**config.mk**
```make
export PLATFORM = sky130hd
export DESIGN_NAME = regfile_wb_sched
export DESIGN_NICKNAME = d
export VERILOG_FILES = /design/src/rtl/regfile_wb_sched.sv
export SDC_FILE = /design/constraint.sdc
export NUM_CORES = 1
export LEC_CHECK = 0
export CORE_AREA = 2 2 119 98
export DETAILED_ROUTE_END_ITERATION = 6
export DIE_AREA = 0 0 121 100
export GPL_TIMING_DRIVEN = 0
export PLACE_DENSITY = 0.75
export SYNTH_ARGS = -nofsm -noshare
export SYNTH_HDL_FRONTEND = slang
export SYNTH_SLANG_ARGS = --single-unit
```
**constraint.sdc**
```tcl
create_clock -name clk -period 2.9 [get_ports clk]
set_clock_uncertainty 0.2 [all_clocks]
set_input_delay 0.58 -clock clk [delete_from_list [all_inputs] [get_ports clk]]
set_output_delay 0.58 -clock clk [all_outputs]
set_load 0.05 [all_outputs]
```
**src/rtl/regfile_wb_sched.sv**
```systemverilog
// regfile_wb_sched: writeback scheduler and hazard scoreboard for the
// single write port of the RV32I register file.
// - Arbitrates ALU and LSU results onto one registered write port
//   (LSU first; the ALU gets one forced grant after MAX_WAIT losses).
// - Keeps one busy bit per architectural register.
// - Stalls issue on RAW (rs1/rs2) and WAW (rd) hazards against busy registers.
// Optional feature macro: REGFILE_WB_BYPASS_EN
//   defined   : a register being cleared by this cycle's grant is not a hazard
//   undefined : the raw busy bit is used, so issue stalls through the clear cycle
module regfile_wb_sched #(
  parameter int ADDR_W   = 5,
  parameter int DATA_W   = 32,
  parameter int MAX_WAIT = 3
) (
  input  logic              clk,
  input  logic              i_rst_n,
  input  logic              i_iss_valid,
  input  logic [ADDR_W-1:0] i_iss_rs1,
  input  logic [ADDR_W-1:0] i_iss_rs2,
  input  logic [ADDR_W-1:0] i_iss_rd,
  output logic              o_iss_stall,
  input  logic              i_alu_valid,
  input  logic [ADDR_W-1:0] i_alu_rd,
  input  logic [DATA_W-1:0] i_alu_data,
  output logic              o_alu_ready,
  input  logic              i_lsu_valid,
  input  logic [ADDR_W-1:0] i_lsu_rd,
  input  logic [DATA_W-1:0] i_lsu_data,
  output logic              o_lsu_ready,
  output logic [ADDR_W-1:0] o_rd_addr,
  output logic [DATA_W-1:0] o_rd_val,
  output logic              o_wenable
);

  localparam int          NREG       = 1 << ADDR_W;
  localparam logic [3:0]  MAX_WAIT_C = 4'(MAX_WAIT);

  logic [NREG-1:0]   busy_q, busy_d;
  logic [3:0]        wait_cnt_q, wait_cnt_d;
  logic              wen_q, wen_d;
  logic [ADDR_W-1:0] addr_q;
  logic [DATA_W-1:0] val_q;

  logic              alu_prio;
  logic              gnt_alu, gnt_lsu, gnt_valid;
  logic [ADDR_W-1:0] gnt_rd;
  logic [DATA_W-1:0] gnt_data;
  logic              iss_accept;

  // Arbitration: LSU wins by default; a starved ALU takes one grant.
  always_comb begin
    alu_prio  = i_alu_valid && (wait_cnt_q == MAX_WAIT_C);
    gnt_alu   = i_alu_valid && (alu_prio || !i_lsu_valid);
    gnt_lsu   = i_lsu_valid && !gnt_alu;
    gnt_valid = gnt_alu || gnt_lsu;
    gnt_rd    = gnt_alu ? i_alu_rd   : i_lsu_rd;
    gnt_data  = gnt_alu ? i_alu_data : i_lsu_data;
  end

  assign o_alu_ready = gnt_alu;
  assign o_lsu_ready = gnt_lsu;

  // Hazard on register r: busy, not x0, and (with bypass) not being
  // written back by this cycle's grant.
  function automatic logic hz(input logic [ADDR_W-1:0] r);
    logic h;
    h = (r != '0) && busy_q[r];
`ifdef REGFILE_WB_BYPASS_EN
    if (gnt_valid && (gnt_rd == r)) h = 1'b0;
`else
    h = h;
`endif
    return h;
  endfunction

  // Issue stall: RAW on either source, WAW on the destination.
  always_comb begin
    o_iss_stall = i_iss_valid && (hz(i_iss_rs1) || hz(i_iss_rs2) || hz(i_iss_rd));
    iss_accept  = i_iss_valid && !o_iss_stall && (i_iss_rd != '0);
  end

  // Scoreboard next state: clear the granted rd, then set the issued rd so
  // a same-cycle set overrides the clear; x0 is never marked busy.
  always_comb begin
    busy_d = busy_q;
    if (gnt_valid) busy_d[gnt_rd] = 1'b0;
    if (iss_accept) busy_d[i_iss_rd] = 1'b1;
    busy_d[0] = 1'b0;
  end

  // ALU starvation counter: counts losses, clears on grant or idle ALU.
  always_comb begin
    wait_cnt_d = wait_cnt_q;
    if (!i_alu_valid || gnt_alu) begin
      wait_cnt_d = '0;
    end else if (wait_cnt_q < MAX_WAIT_C) begin
      wait_cnt_d = wait_cnt_q + 4'd1;
    end
  end

  // A grant to rd=0 is consumed without producing a write.
  assign wen_d = gnt_valid && (gnt_rd != '0);

  // State registers; the write port holds its last address/data when idle.
  always_ff @(posedge clk or negedge i_rst_n) begin
    if (!i_rst_n) begin
      busy_q     <= '0;
      wait_cnt_q <= '0;
      wen_q      <= 1'b0;
      addr_q     <= '0;
      val_q      <= '0;
    end else begin
      busy_q     <= busy_d;
      wait_cnt_q <= wait_cnt_d;
      wen_q      <= wen_d;
      if (wen_d) begin
        addr_q <= gnt_rd;
        val_q  <= gnt_data;
      end
    end
  end

  assign o_wenable = wen_q;
  assign o_rd_addr = addr_q;
  assign o_rd_val  = val_q;

endmodule

```
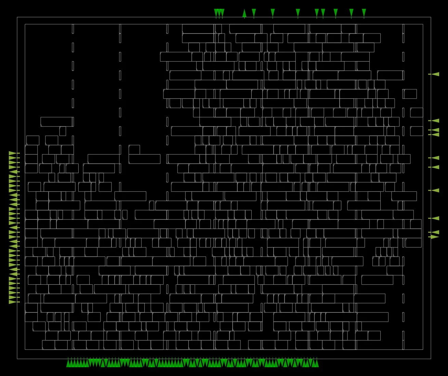
Figure 1: run 1, placed standard cells.
fill cell instance count of the final layout: 923
core outline area: 11100 µm²
Seq/total area: 27.7%
tap cell count: 148

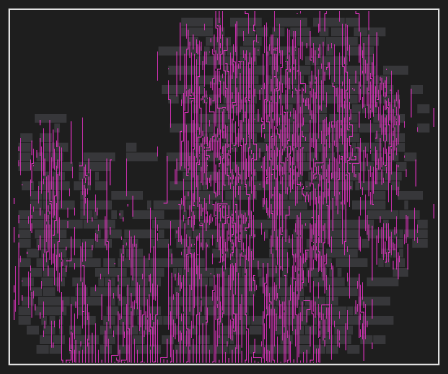
Figure 2: run 1, the metal 2 layer.
Cells faint in the background.
nets with wire on the layer: 623
share of all routed wire: 48%
main direction: vertical
longest straight run: 31.3 µm
wire length on this layer: 7200 µm

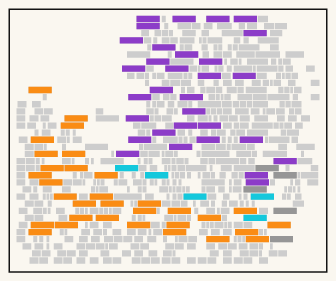
Figure 3: run 1, sequential cells grouped by signal name.
Other sequential cells in the stronger grey, the rest of the logic in the fainter grey.
legend:
  purple:
    name_in_the_netlist: busy_q
    flops: 31
  orange:
    name_in_the_netlist: o_rd_val
    flops: 32
  cyan:
    name_in_the_netlist: o_rd_addr
    flops: 5

==> results.txt, run 1 <==
Implementation results are summarized by area below.

Power
The switching component of the power was reported as 1.36 mW. For the clock group, total power comes out at 1.20 mW. The cell-internal power is roughly 2.5 mW. Registers are responsible for 35.3% of the overall power.

The leakage power figure is 2.79 nW. Power spread over the standard cell area amounts to 589 nW/µm². The worst supply voltage drop on vdd is approximately 0.29 mV. The power report lists the sequential group at 1.37 mW.

Place
The detailed placer reported the number of placed instances as roughly 700. The area after detailed placement is between 6000 and 7000 µm². In the placement report, post-DP HPWL is listed as 10.8 mm.

Final timing
Setup slack on the critical path of the routed design comes to -371 ps. The last timing report of the flow puts the setup violation total at 1. The worst hold margin is 185 ps. The pin closest to its max-slew limit shows a slew of between 900 and 1000 ps.

Counting endpoints that fail hold in the final report gives 0. Setup repair after global routing could not meet its margin everywhere. Of the available clock period, the critical path in the final layout requires 113%.

Floorplan
The number of rows in the core area is 35. From left edge to right edge, the die measures 121 µm. The area enclosed by the die boundary is 12100 µm². The die span in y is roughly 100 µm.

Clock network
The clock latency reported for the late side of the worst-skew pair is 340 ps. TritonCTS built the clock tree. Looking at the clock tree report, the root buffer type is clkbuf_16. The post-cts sizing count is 51. The TritonCTS buffer count is 9. The clock slew at the register clock pins of the worst setup and hold paths is approximately 60 ps.

Outcome
The final reports fail on setup timing. The run finished, with violations left.

Synthesis
For reference, XOR and XNOR gates occupy 0% of the area reported after synthesis. After technology mapping, the gate count stands at 447. The share of flip-flops with an asynchronous set or reset is 100%. The synthesized area per cell is a little over 10 µm².

Yosys instantiated no cell more often than dfrtp_1. The dominant synthesized flop cell is dfrtp_1. dfrtp_1 takes more of the synthesized area than any other cell. The area fraction in full adders, half adders and majority gates is less than 1%. The fraction of synthesized area in multiplexers is between 10% and 20%. The simple-gate portion of the synthesized area is 14.3%.

Final layout
The count of clock buffers in the final design is 9. The final standard cell utilization of the core is 59.4%. The non-clock inverter count in the final layout is 9. The fraction of area in clock buffers and inverters is 4.83%. Counting only logic cells after layout, the most numerous master is clkdlybuf4s50_1.

The non-filler instance count after layout is 750. In the final layout, non-clock buffers account for 25.3% of the cell area.

Detailed routing
The average wire length per cell after detail routing is between 20 and 25 µm. Per the detail_route log, the uppermost layer with routed signals is met4.

Worst hold path
Note that the worst hold path type here is primary input to async pin.

Setup path
STA classifies the critical path endpoint as an output port. The number of cells on the worst reg-to-reg path is 9. Counting buffers and inverters, the worst setup path is 10 cells deep. The critical path startpoint category is a primary input.

The report lists the cells along the critical path as buf_12 > buf_12 > mux2i_1 > o22ai_1 > or4_4 > a21oi_4 > nand4b_4 > buf_8 > o21a_4 > buf_8. Along the worst path, the maximum fanout reaches 5. The reg-to-reg setup timing slack is 160 ps.

GRT
Global routing consumed, on the met2 layer, 41.4% of the routing resources. The wire length of the first global-routing pass is roughly 24 mm. The met1 global-route usage is 33.1%.

The most used routing layer in global routing is met2. The initial antenna violation count is 0.

Job
The count of warning messages emitted by the tools is 29.
--- run 2 (diff from run 1) ---
CORE_AREA = 2 2 113 93   (was 2 2 119 98)
DIE_AREA = 0 0 115 95   (was 0 0 121 100)
PLACE_DENSITY = 0.79   (was 0.75)
clock period = 3.65 ns   (was 2.9 ns; I/O delays follow)
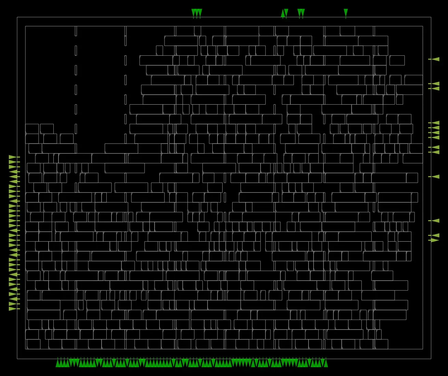
Figure 4: run 2, placed standard cells.
sequential cells: 73
placement row count: 33
Seq/total area: 28.7%
tap cell count: 122

==> run 2 against run 1 <==
The run now ends clean. Cell count is 5.1% lower. Synthesized area stayed put. Largest power group unchanged. Highest routed layer unchanged. Flip-flop count stayed put. Critical path type unchanged. Global-route usage is 2.4 points higher. Critical path depth is 2 lower. Clock power is 19% lower. Synthesized cell count stayed put. Die size is 9.7% lower.
==> results.txt, run 2 <==
Implementation results are summarized by area below.

Synthesis
The most common cell in the netlist is dfrtp_1. The synthesized area per cell is 10.2 µm² (unchanged). The post-synthesis instance total is 447 (unchanged). Ranked by total cell area, the synthesized netlist is headed by dfrtp_1 (40%), mux2i_1 (12%), o21ai_0 (7.9%). The fraction of synthesized area in multiplexers is 18.1% (unchanged). For this run, the register share of the synthesized area comes to 40.0%. The share of the synthesized netlist area taken by xor and xnor gates is 0% (unchanged). The share of flip-flops with an asynchronous set or reset is 100% (unchanged). The area fraction in full adders, half adders and majority gates is 0.274% (unchanged). The compound-gate portion of the synthesized area is 21.2%.

The number of enable flip-flop cells is 0. Sorting the synthesized cells by how often they occur yields dfrtp_1 (73), o21ai_0 (72), mux2i_1 (56). For this run, the number of Yosys warnings is 0. The dominant synthesized flop cell is dfrtp_1. The distinct cell type count after synthesis is 53. The simple-gate portion of the synthesized area was 14.3% (unchanged). Looking at area per cell type in the netlist, the leader is dfrtp_1. The synthesized net count is roughly 540. The yosys cell count is 447.

Final timing
The actual transition at the worst max-transition pin was 879 ps (-89.7 ps). Derived from the worst setup path, the maximum achievable clock frequency is between 200 and 300 MHz. The final timing summary puts the cycle share of the worst path at slightly below 100%.

Setup repair after global routing left no endpoint under its margin. The worst path in the final design needs a cycle of 3620 ps, including I/O delays and setup. The total of endpoints with negative setup slack in the final report is 0 (-1). The final-report hold violation count was 0 (unchanged).

The worst hold margin is 203 ps (+18.2 ps). The worst setup margin was 30.5 ps (+401 ps). Setup total negative slack on the finished layout was measured at 0 ps. The worst slew slack as a fraction of its limit is 41.4%.

Power
The leakage power figure was 2.71 nW (-2.8%). The power attributed to combinational cells is 0.986 mW. The worst supply voltage drop on vdd is 0.221 mV (-23%). The reported clock group power was 0.976 mW (-19%).

The power share of the clock group is 31.9%. The combinational power share is 32.2%. The proportion of total power due to net switching is 34.4%.

The cell-internal power came to 2.01 mW (-20%). The net switching power is 1.05 mW (-23%). The sequential power share is 35.8% (+0.5 points).

The power density relative to cell area was 480 nW/µm² (-19%). The power of the sequential group is 1.09 mW (-20%).

Floorplan
The core utilization at floorplan is 46.1%. The x dimension of the die was 115 µm (-5.0%). The area enclosed by the die boundary came to 10900 µm² (-9.7%). The floorplan core area came to 9910 µm² (-11%). The die span in y was 95 µm (-5.0%). 135 I/O pins were placed.

Clock network
The total clock sinks is 73. In this run, post-CTS hold repair placed 0 buffers. The post-CTS setup-driven buffer insertion count is 3. Per the CTS log, the maximum H-tree level is 3. The TritonCTS buffer count is 9 (unchanged). The clock passes through at most 2 buffers. The CTS tree is done. The buffer cell driving the clock tree root is clkbuf_16. The post-cts sizing count is 38 (-25%). The clock latency reported for the late side of the worst-skew pair is 340 ps (about the same). The clock slew at the register clock pins of the worst setup and hold paths came to 60 ps (about the same).

Detailed routing
Per the detail_route log, the uppermost layer with routed signals is met4. The routed wirelength on the met1 layer is recorded as 6.39 mm. Per the detail_route log, met3 wirelength is 1.17 mm.

Detailed routing placed a total of 7.04 mm of wire on met2. The first-pass iteration count of the detailed router is 5. For this run, design rule violations remaining after detail routing come to 0.

In this run the remaining antenna-violating nets after routing total 0. The average wire length per cell after detail routing is 20.8 µm (+3.0%).

Final layout
The final non-filler cell area is 6370 µm². The growth of design area from synthesis to finish is 39.5%. The filler cell count came to 803 (-13%). Multi-input gates account for 39.0% of the area. The final standard cell utilization of the core is 64.3% (+4.9 points).

The area taken by multi-input logic gates is 2480 µm². The fraction of cell area in non-clock buffers was 24.3% (-1.0 points). The leading cell type in the layout, fill and taps excluded is clkdlybuf4s50_1. The non-clock buffer instance count of the final layout is 164. The final layout contains roughly 680 nets. The fraction of area in clock buffers and inverters is 5.16% (+0.34 points). By instance count after routing, the leading logic cell types are clkdlybuf4s50_1 (114), dfrtp_1 (73), o21ai_0 (72). The non-clock inverter count in the final layout is 9 (unchanged).

The count of clock buffers in the final design is 11 (+2). The multi-input gate count is 329. For this run, the script counts the antenna cells in the layout as 0. The area of all sequential standard cells is 1830 µm². The non-filler instance count after layout was 712 (-5.1%).

Setup path
The required time at the worst endpoint is listed as 2720 ps. Among all stages on the critical path, the maximum delay recorded is around 480 ps. Tracing the worst setup path back leads to its startpoint at i_iss_rs2[1]. The reg-to-reg setup timing slack is 670 ps (+510 ps). The number of logic stages on the critical path including buffering came to 8 (-2). Per the post-run analysis, buffers plus inverters along the critical path come to 3. The reg-to-reg critical path endpoint is o_rd_val[30]. The worst setup path is captured at an output port.

The report lists the cells along the critical path as clkdlybuf4s15_1 > mux4_2 > mux2i_1 > nor3b_1 > or3_1 > buf_4 > o21a_1 > buf_6. The kind of cell with the highest combined delay along the critical path is buffers and inverters. The worst setup path is launched from a primary input.

The peak fanout along the critical path is 10 (+5). The number of cells on the worst reg-to-reg path was 9 (unchanged).

GRT
The most used routing layer in global routing is met2. The initial antenna violation count is 0 (unchanged). The fraction of met2 tracks used by global routing came to 46.1% (+4.8 points). The met1 global-route usage is 37.0% (+3.9 points). The wire length of the first global-routing pass was 23.2 mm (-4.1%). The met3 routing resource usage after global routing is 6.87%.

Outcome
The flow ran to the end, and the final reports show no timing, DRC or antenna violations.

Place
The number of placed instances with taps included is 694 (-3.5%). The final HPWL from detailed placement is 10.9 mm (+0.30%). The routability congestion estimate is 0.964. The area after detailed placement is 5980 µm² (-0.54%). Per the post-place timing report, worst setup slack is -1200 ps. The number of I/O port buffers is 124.

Job
The count of warning messages emitted by the tools is 26 (-10%). The report counts max-capacitance violations totalling 0.

Worst hold path
The type recorded for the worst min-delay path is primary input to async pin.
Power is estimated from default activity; no workload was simulated.
